**src/rtl/neuron_mac_seq_if.sv**
```systemverilog
// Bus between the neuron MAC engine and its surroundings.
// The surroundings are the weight ROM, the input-sample buffer, the start source and the result consumer.
interface neuron_mac_seq_if #(
    parameter int ACC_W = 20
);
    logic             start;
    logic [7:0]       w_addr;
    logic             w_en;
    logic [7:0]       w_data;
    logic [7:0]       x_addr;
    logic [7:0]       x_data;
    logic             busy;
    logic             done;
    logic [ACC_W-1:0] y_acc;
    logic [7:0]       y_out;

    modport master (
        output start, w_data, x_data,
        input  w_addr, w_en, x_addr, busy, done, y_acc, y_out
    );

    modport slave (
        input  start, w_data, x_data,
        output w_addr, w_en, x_addr, busy, done, y_acc, y_out
    );
endinterface

```
**src/rtl/neuron_mac_seq.sv**
```systemverilog
// Sequential MAC for one neuron: walks the weight ROM and the input buffer, accumulates w*x,
// then presents the raw sum and a shifted, saturated 8-bit activation.
//
// state  | meaning
// IDLE   | waiting for start, ROM bus released, results held
// RUN    | one weight/input pair per cycle, ROM enabled
// DONE   | results valid, done pulse, ROM released
module neuron_mac_seq #(
    parameter int N_INPUTS    = 4,
    parameter int WEIGHT_BASE = 0,
    parameter int ACC_W       = 20,
    parameter int SHIFT       = 0
) (
    input  logic               clk,
    input  logic               rst_n,
    neuron_mac_seq_if.slave    bus
);
    localparam int IDX_W = (N_INPUTS > 1) ? $clog2(N_INPUTS) : 1;

    typedef enum logic [1:0] {S_IDLE, S_RUN, S_DONE} state_t;

    state_t             r_state;
    state_t             w_state_nxt;
    logic [IDX_W-1:0]   r_idx;
    logic [ACC_W-1:0]   r_acc;
    logic [ACC_W-1:0]   r_y_acc;
    logic [7:0]         r_y_out;

    logic [15:0]        w_prod;
    logic [ACC_W-1:0]   w_acc_nxt;
    logic [ACC_W-1:0]   w_shifted;
    logic [7:0]         w_sat;
    logic               w_last;
    logic               w_run;

    assign w_run     = (r_state == S_RUN);
    assign w_last    = (r_idx == IDX_W'(N_INPUTS - 1));
    assign w_prod    = 16'(bus.w_data) * 16'(bus.x_data);
    assign w_acc_nxt = r_acc + ACC_W'(w_prod);
    assign w_shifted = w_acc_nxt >> SHIFT;
    assign w_sat     = (|w_shifted[ACC_W-1:8]) ? 8'hFF : w_shifted[7:0];

    always_ff @(posedge clk or negedge rst_n) begin
        if (!rst_n) begin
            r_state <= S_IDLE;
        end else begin
            r_state <= w_state_nxt;
        end
    end

    always_comb begin
        w_state_nxt = r_state;
        case (r_state)
            S_IDLE:  if (bus.start) w_state_nxt = S_RUN;
            S_RUN:   if (w_last)    w_state_nxt = S_DONE;
            S_DONE:  w_state_nxt = S_IDLE;
            default: w_state_nxt = S_IDLE;
        endcase
    end

    // Results are captured on the edge entering DONE so they appear together with the pulse.
    always_ff @(posedge clk or negedge rst_n) begin
        if (!rst_n) begin
            r_idx   <= '0;
            r_acc   <= '0;
            r_y_acc <= '0;
            r_y_out <= '0;
        end else begin
            case (r_state)
                S_IDLE: begin
                    if (bus.start) begin
                        r_idx <= '0;
                        r_acc <= '0;
                    end
                end
                S_RUN: begin
                    r_acc <= w_acc_nxt;
                    if (w_last) begin
                        r_y_acc <= w_acc_nxt;
                        r_y_out <= w_sat;
                    end else begin
                        r_idx <= r_idx + 1'b1;
                    end
                end
                default: ;
            endcase
        end
    end

    // The ROM bus is shared, so enable and address are decoded straight from the state register
    // and collapse asynchronously with reset.
    assign bus.w_en   = w_run;
    assign bus.w_addr = w_run ? (8'(WEIGHT_BASE) + 8'(r_idx)) : 8'h00;
    assign bus.x_addr = 8'(r_idx);
    assign bus.busy   = (r_state != S_IDLE);
    assign bus.done   = (r_state == S_DONE);
    assign bus.y_acc  = r_y_acc;
    assign bus.y_out  = r_y_out;
endmodule

```
**src/flat_wrapper.sv**
```systemverilog
// flat-port wrapper written by rule: the top's interface ports become plain ports
module neuron_mac_seq_flat 
#(
    parameter int N_INPUTS    = 4,
    parameter int WEIGHT_BASE = 0,
    parameter int ACC_W       = 20,
    parameter int SHIFT       = 0
)
  (clk, rst_n, bus_start, bus_w_data, bus_x_data, bus_w_addr, bus_w_en, bus_x_addr, bus_busy, bus_done, bus_y_acc, bus_y_out);
  neuron_mac_seq_if #(.ACC_W(ACC_W)) bus_i ();
  input  logic clk;
  input  logic rst_n;
  input wire logic [$bits(bus_i.start)-1:0] bus_start;
  input wire logic [$bits(bus_i.w_data)-1:0] bus_w_data;
  input wire logic [$bits(bus_i.x_data)-1:0] bus_x_data;
  output wire logic [$bits(bus_i.w_addr)-1:0] bus_w_addr;
  output wire logic [$bits(bus_i.w_en)-1:0] bus_w_en;
  output wire logic [$bits(bus_i.x_addr)-1:0] bus_x_addr;
  output wire logic [$bits(bus_i.busy)-1:0] bus_busy;
  output wire logic [$bits(bus_i.done)-1:0] bus_done;
  output wire logic [$bits(bus_i.y_acc)-1:0] bus_y_acc;
  output wire logic [$bits(bus_i.y_out)-1:0] bus_y_out;
  assign bus_i.start = bus_start;
  assign bus_i.w_data = bus_w_data;
  assign bus_i.x_data = bus_x_data;
  assign bus_w_addr = bus_i.w_addr;
  assign bus_w_en = bus_i.w_en;
  assign bus_x_addr = bus_i.x_addr;
  assign bus_busy = bus_i.busy;
  assign bus_done = bus_i.done;
  assign bus_y_acc = bus_i.y_acc;
  assign bus_y_out = bus_i.y_out;
  neuron_mac_seq #(.N_INPUTS(N_INPUTS), .WEIGHT_BASE(WEIGHT_BASE), .ACC_W(ACC_W), .SHIFT(SHIFT)) u_core (.clk(clk), .rst_n(rst_n), .bus(bus_i));
endmodule
```
**config.mk**
```make
export PLATFORM = sky130hd
export DESIGN_NAME = neuron_mac_seq_flat
export DESIGN_NICKNAME = d
export VERILOG_FILES = /design/src/rtl/neuron_mac_seq_if.sv /design/src/rtl/neuron_mac_seq.sv /design/src/flat_wrapper.sv
export SDC_FILE = /design/constraint.sdc
export NUM_CORES = 1
export LEC_CHECK = 0
export ABC_AREA = 1
export CORE_MARGIN = 3
export CORE_UTILIZATION = 57
export DETAILED_ROUTE_END_ITERATION = 10
export PLACE_DENSITY = 0.86
export SLEW_MARGIN = 10
export SYNTH_ARGS = -nofsm -noshare
export SYNTH_HDL_FRONTEND = slang
export SYNTH_SLANG_ARGS = --single-unit
```
**constraint.sdc**
```tcl
create_clock -name clk -period 5.2 [get_ports clk]
set_clock_uncertainty 0.15 [all_clocks]
set_input_delay 1.04 -clock clk [delete_from_list [all_inputs] [get_ports clk]]
set_output_delay 1.04 -clock clk [all_outputs]
set_load 0.005 [all_outputs]
```
Power grid:
The bar under the picture is 20 um long. Pins as bars on the die edge.
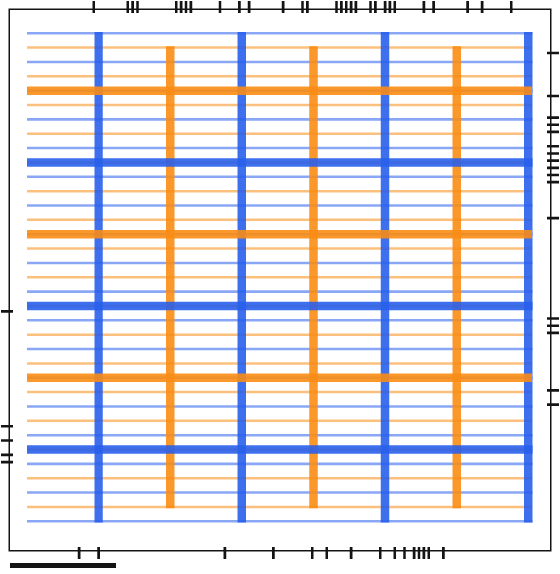
net	colour
VSS	blue
VDD	orange
met1 rails	35
met5 straps	6
rows	34
CORE AREA: 8850 um2
die extent in x: 102 um
Die Y-Extent: 102 um

Cell classes on the final placement:
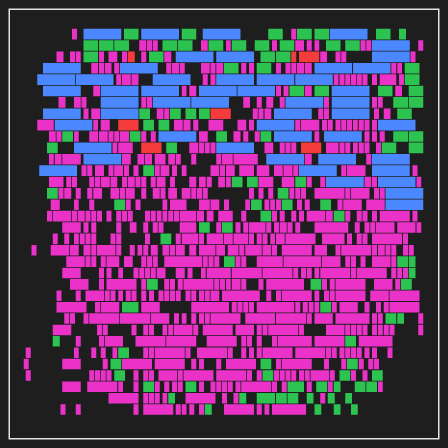
class	colour	cells	share of their area
remaining buffers and delay cells	green	104	13%
remaining logic cells	magenta	653	65%
clock drivers and dummy loads	red	7	1.2%
registers	blue	52	21%
Rows: 34
flop share of the area: 0.202

==> flow_summary_export.csv <==
group,metric,value,unit
timing,worst_pin_slew,1.09,ns
critical_path,reg2reg_slack,0.82,ns
critical_path,reg2reg_from,"u_core.r_acc[6]",
logic_synthesis,synthTopCellsByCount,"230 x nand2_1, 191 x inv_1, 52 x dfrtp_1",
finish,num_antenna_cells,0,
detailed_routing,ant_nets,0,
finish,area_growth,21.9,%
timing,fin_crit,5.05,ns
logic_synthesis,syn_area_per_cell,7.25,um2
critical_path,cp_max_fo,5,
logic_synthesis,yosysWarnings,0,
timing,finalHoldViolCount,0,
critical_path,criticalPathCategory,"input pin to register",
finish,logic_area,3360,um2
critical_path,r2r_end,"u_core.bus.y_out[4]",
finish,drive_gt1_frac,0.179,
clock_tree,cts.sinks,52,
detailed_routing,drt_iter0_markers,223,
finish,utilization,0.729,
critical_path,crit_path_end_kind,"register",
place,gp_congestion,0.882,
run_status,status,"finished clean",
logic_synthesis,syn_area,5290,um2
critical_path,crit_buf_inv,6,
clock_tree,cts_buffer_depth,2,
clock_tree,hold_buffers,0,
detailed_routing,drc,0,
detailed_routing,viasPerCell,5.05,
finish,fill_cells,672,
critical_path,r2r_cells,20,
timing,setup_tns,0,ns
floorplan,ios,66,
timing,period_used_share,0.970,
critical_path,arrival,5.09,ns
logic_synthesis,syn_inst,729,
global_routing,grt_overflow,0,
clock_tree,cts_buffers,5,
detailed_routing,drtPass1Iterations,7,
place,io_buffers,53,
job,warnings,26,
job,maxCapViolations,0,
timing,setup_viol_count_final,0,
clock_tree,clk_pin_slew,0.09,ns
clock_tree,htree_levels,2,
min_path,min_to,"u_core.bus.y_acc[4]",
min_path,hold_path_class,"register to register",
logic_synthesis,ys_types,28,
finish,seqCellArea,1300,um2
critical_path,cp_slowest_stage_delay,0.53,ns
timing,drv_slew,0,
clock_tree,cts-root-buf,"clkbuf_8",
place,dp_hpwl,10500,um
floorplan,chip_area,10500,um2
clock_tree,cts_tree,"done",
logic_synthesis,yosys_cells,729,
logic_synthesis,synth-main-ff-cell,"dfrtp_1",
critical_path,critPathMostFrequentCell,"nand2_1",
critical_path,critical_path_required,5.24,ns
min_path,whs_path_depth,2,
logic_synthesis,edf_count,0,
finish,fin_nets,927,
critical_path,crit_path_start_kind,"input pin",
min_path,holdCritStartpoint,"u_core.bus.y_acc[4]",
critical_path,path_cells,"buf_2 -> buf_4 -> nand2_1 -> fa_1 -> inv_1 -> fa_1 -> ha_1 -> inv_1 -> fa_1 -> inv_1 -> buf_4 -> ha_1 -> nand2_1 -> nand2_1 -> nand3_2 -> nand2_2 -> nand2_1 -> nand2_1 -> nand2_1 -> nand2_2 -> nor2_4 -> nand2_2 -> o21ai_4 -> nand2_1",
critical_path,cp_top_family,"adder cells",
timing,slew_headroom,0.270,
global_routing,grt_max_degree,53,
global_routing,grt_antenna_before_repair,0,
timing,max_freq,198,MHz
floorplan,fp_util,0.598,
logic_synthesis,async_flop_share,1.00,
logic_synthesis,ys_area,5290,um2
logic_synthesis,seq_area_frac_synth,0.246,
global_routing,first_global_vias,4812,
critical_path,slowest_stage,"fa_1",
logic_synthesis,yosysTopAreaCell,"dfrtp_1",
logic_synthesis,top_cells_by_area,"dfrtp_1 25%, fa_1 19%, nand2_1 16%, inv_1 14%, ha_1 9.9%",
logic_synthesis,top_cell,"nand2_1",
global_routing,grt_pass1_wl,21600,um
logic_synthesis,ys_ff,52,
logic_synthesis,top_cell_area_share,0.246,
Routed clock nets over the placement:
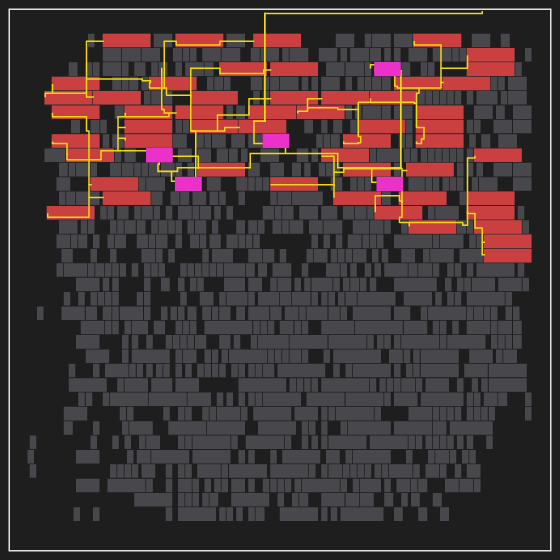
[flip-flops] red | count: 52
[clock-net drivers] magenta | count: 5
[clock wires] yellow | length: 601 um
routed clock nets	6
clk ins delay skew pair: 0.31 ns

Routed metal, one colour a layer:
The bar under the picture is 20 um long.
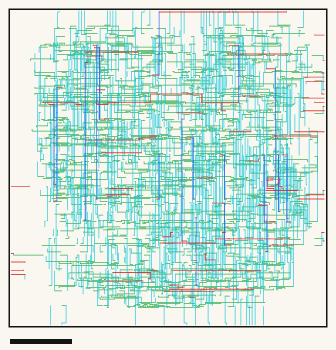
layer	colour	wire length
M2	cyan	7110 um
M1	green	5140 um
M3	red	573 um
M4	blue	471 um
Routed WL: 13300 um
Tot GR Track Use: 0.263
Vias: 4662
Wirelength per Cell: 14.4 um

placed cells by master, fill, tap and decap left out, types with 2 or more instances in the layout:
cell             instances
a21oi_1                  8
and2_1                   4
buf_2                    6
buf_4                   49
buf_6                    2
clkbuf_2                 9
clkbuf_8                 5
clkdlybuf4s50_1         36
conb_1                  12
dfrtp_1                 52
fa_1                    45
fa_2                     5
ha_1                    35
ha_4                     6
inv_1                  185
inv_2                   10
nand2_1                208
nand2_2                 22
nand2_4                  4
nand3_1                 15
nand3_2                  7
nand3b_1                 4
nor2_1                  25
nor2_2                   8
nor2_4                   6
o21ai_0                 26
o22ai_1                  7
xor2_1                   2
stage by stage:
step                      std cells  hold slack [ns]  instance area, um2  worst slack (ns)
after detailed placement        916            0.316                6190            -0.702
final                           924            0.331                6450             0.155
after global routing            924            0.345                6450           -0.0598
after global placement          916            0.303                6190            -0.626
after CTS                       924            0.336                6350            0.0215
after floorplan                 740            0.307                5330            0.0209
per-layer routing:
layer	part of all wire	GRT usage
met4	0.035	0.0797
met1	0.39	0.308
met5	0	0
met2	0.53	0.500
met3	0.043	0.0328
worst register-to-register path, delay by kind of cell, from the launching register on:
kind,cells,cell delay [ns]
AND-OR/OR-AND,1,0.22
adder cells (fa/ha/maj),5,2.41
buffers and inverters,5,0.32
flip-flops,1,0.35
AND/OR/NAND/NOR,9,0.83
flip-flops by register name, indices dropped and copies added (netlist names):
register,count
u_core.r_state,2
u_core.r_idx,2
u_core.bus.y_acc,20
u_core.r_acc,20
u_core.bus.y_out,8
area by class of cell:
| cell class | instances | area share |
|---|---|---|
| Inverter | 195 | 0.114 |
| Sequential cell | 52 | 0.202 |
| Clock buffer | 6 | 0.0113 |
| Multi-Input combinational cell | 458 | 0.520 |
| Clock inverter | 1 | 0.000776 |
| Timing Repair Buffer | 104 | 0.131 |
| Tap cell | 108 | 0.0210 |
how the worst max path moves through the flow:
stage                  start  slack (ns)                  end  cells past startpoint
2_1_floorplan  bus_w_data[5]        0.02  u_core.bus.y_out[0]                     22
3_3_place_gp   bus_x_data[6]       -0.63  u_core.bus.y_out[3]                     21
3_5_place_dp   bus_x_data[6]       -0.70  u_core.bus.y_out[4]                     21
4_1_cts        bus_w_data[6]        0.02  u_core.bus.y_out[4]                     22
5_1_grt        bus_w_data[3]       -0.06  u_core.bus.y_out[4]                     24
6_report       bus_w_data[3]        0.15  u_core.bus.y_out[4]                     24
repair_timing:
action	4_1_cts	5_1_grt
pin swaps	6	28
setup buffers	1	0
hold endpoints to repair	0	0
setup endpoints to repair	26	14
gates resized	42	75
logic make-up (layout without fill, tap and decap cells):
group	count (synthesis)	count (layout)	synth area share
AOI/OAI and AO/OA	46	46	0.0487
xor gates and xnor gates	3	3	0.00497
adders and majority gates	92	92	0.289
buffers and inverters	230	306	0.172
DFF	52	52	0.246
other	1	12	0.000709
and+or+nand+nor	305	305	0.238
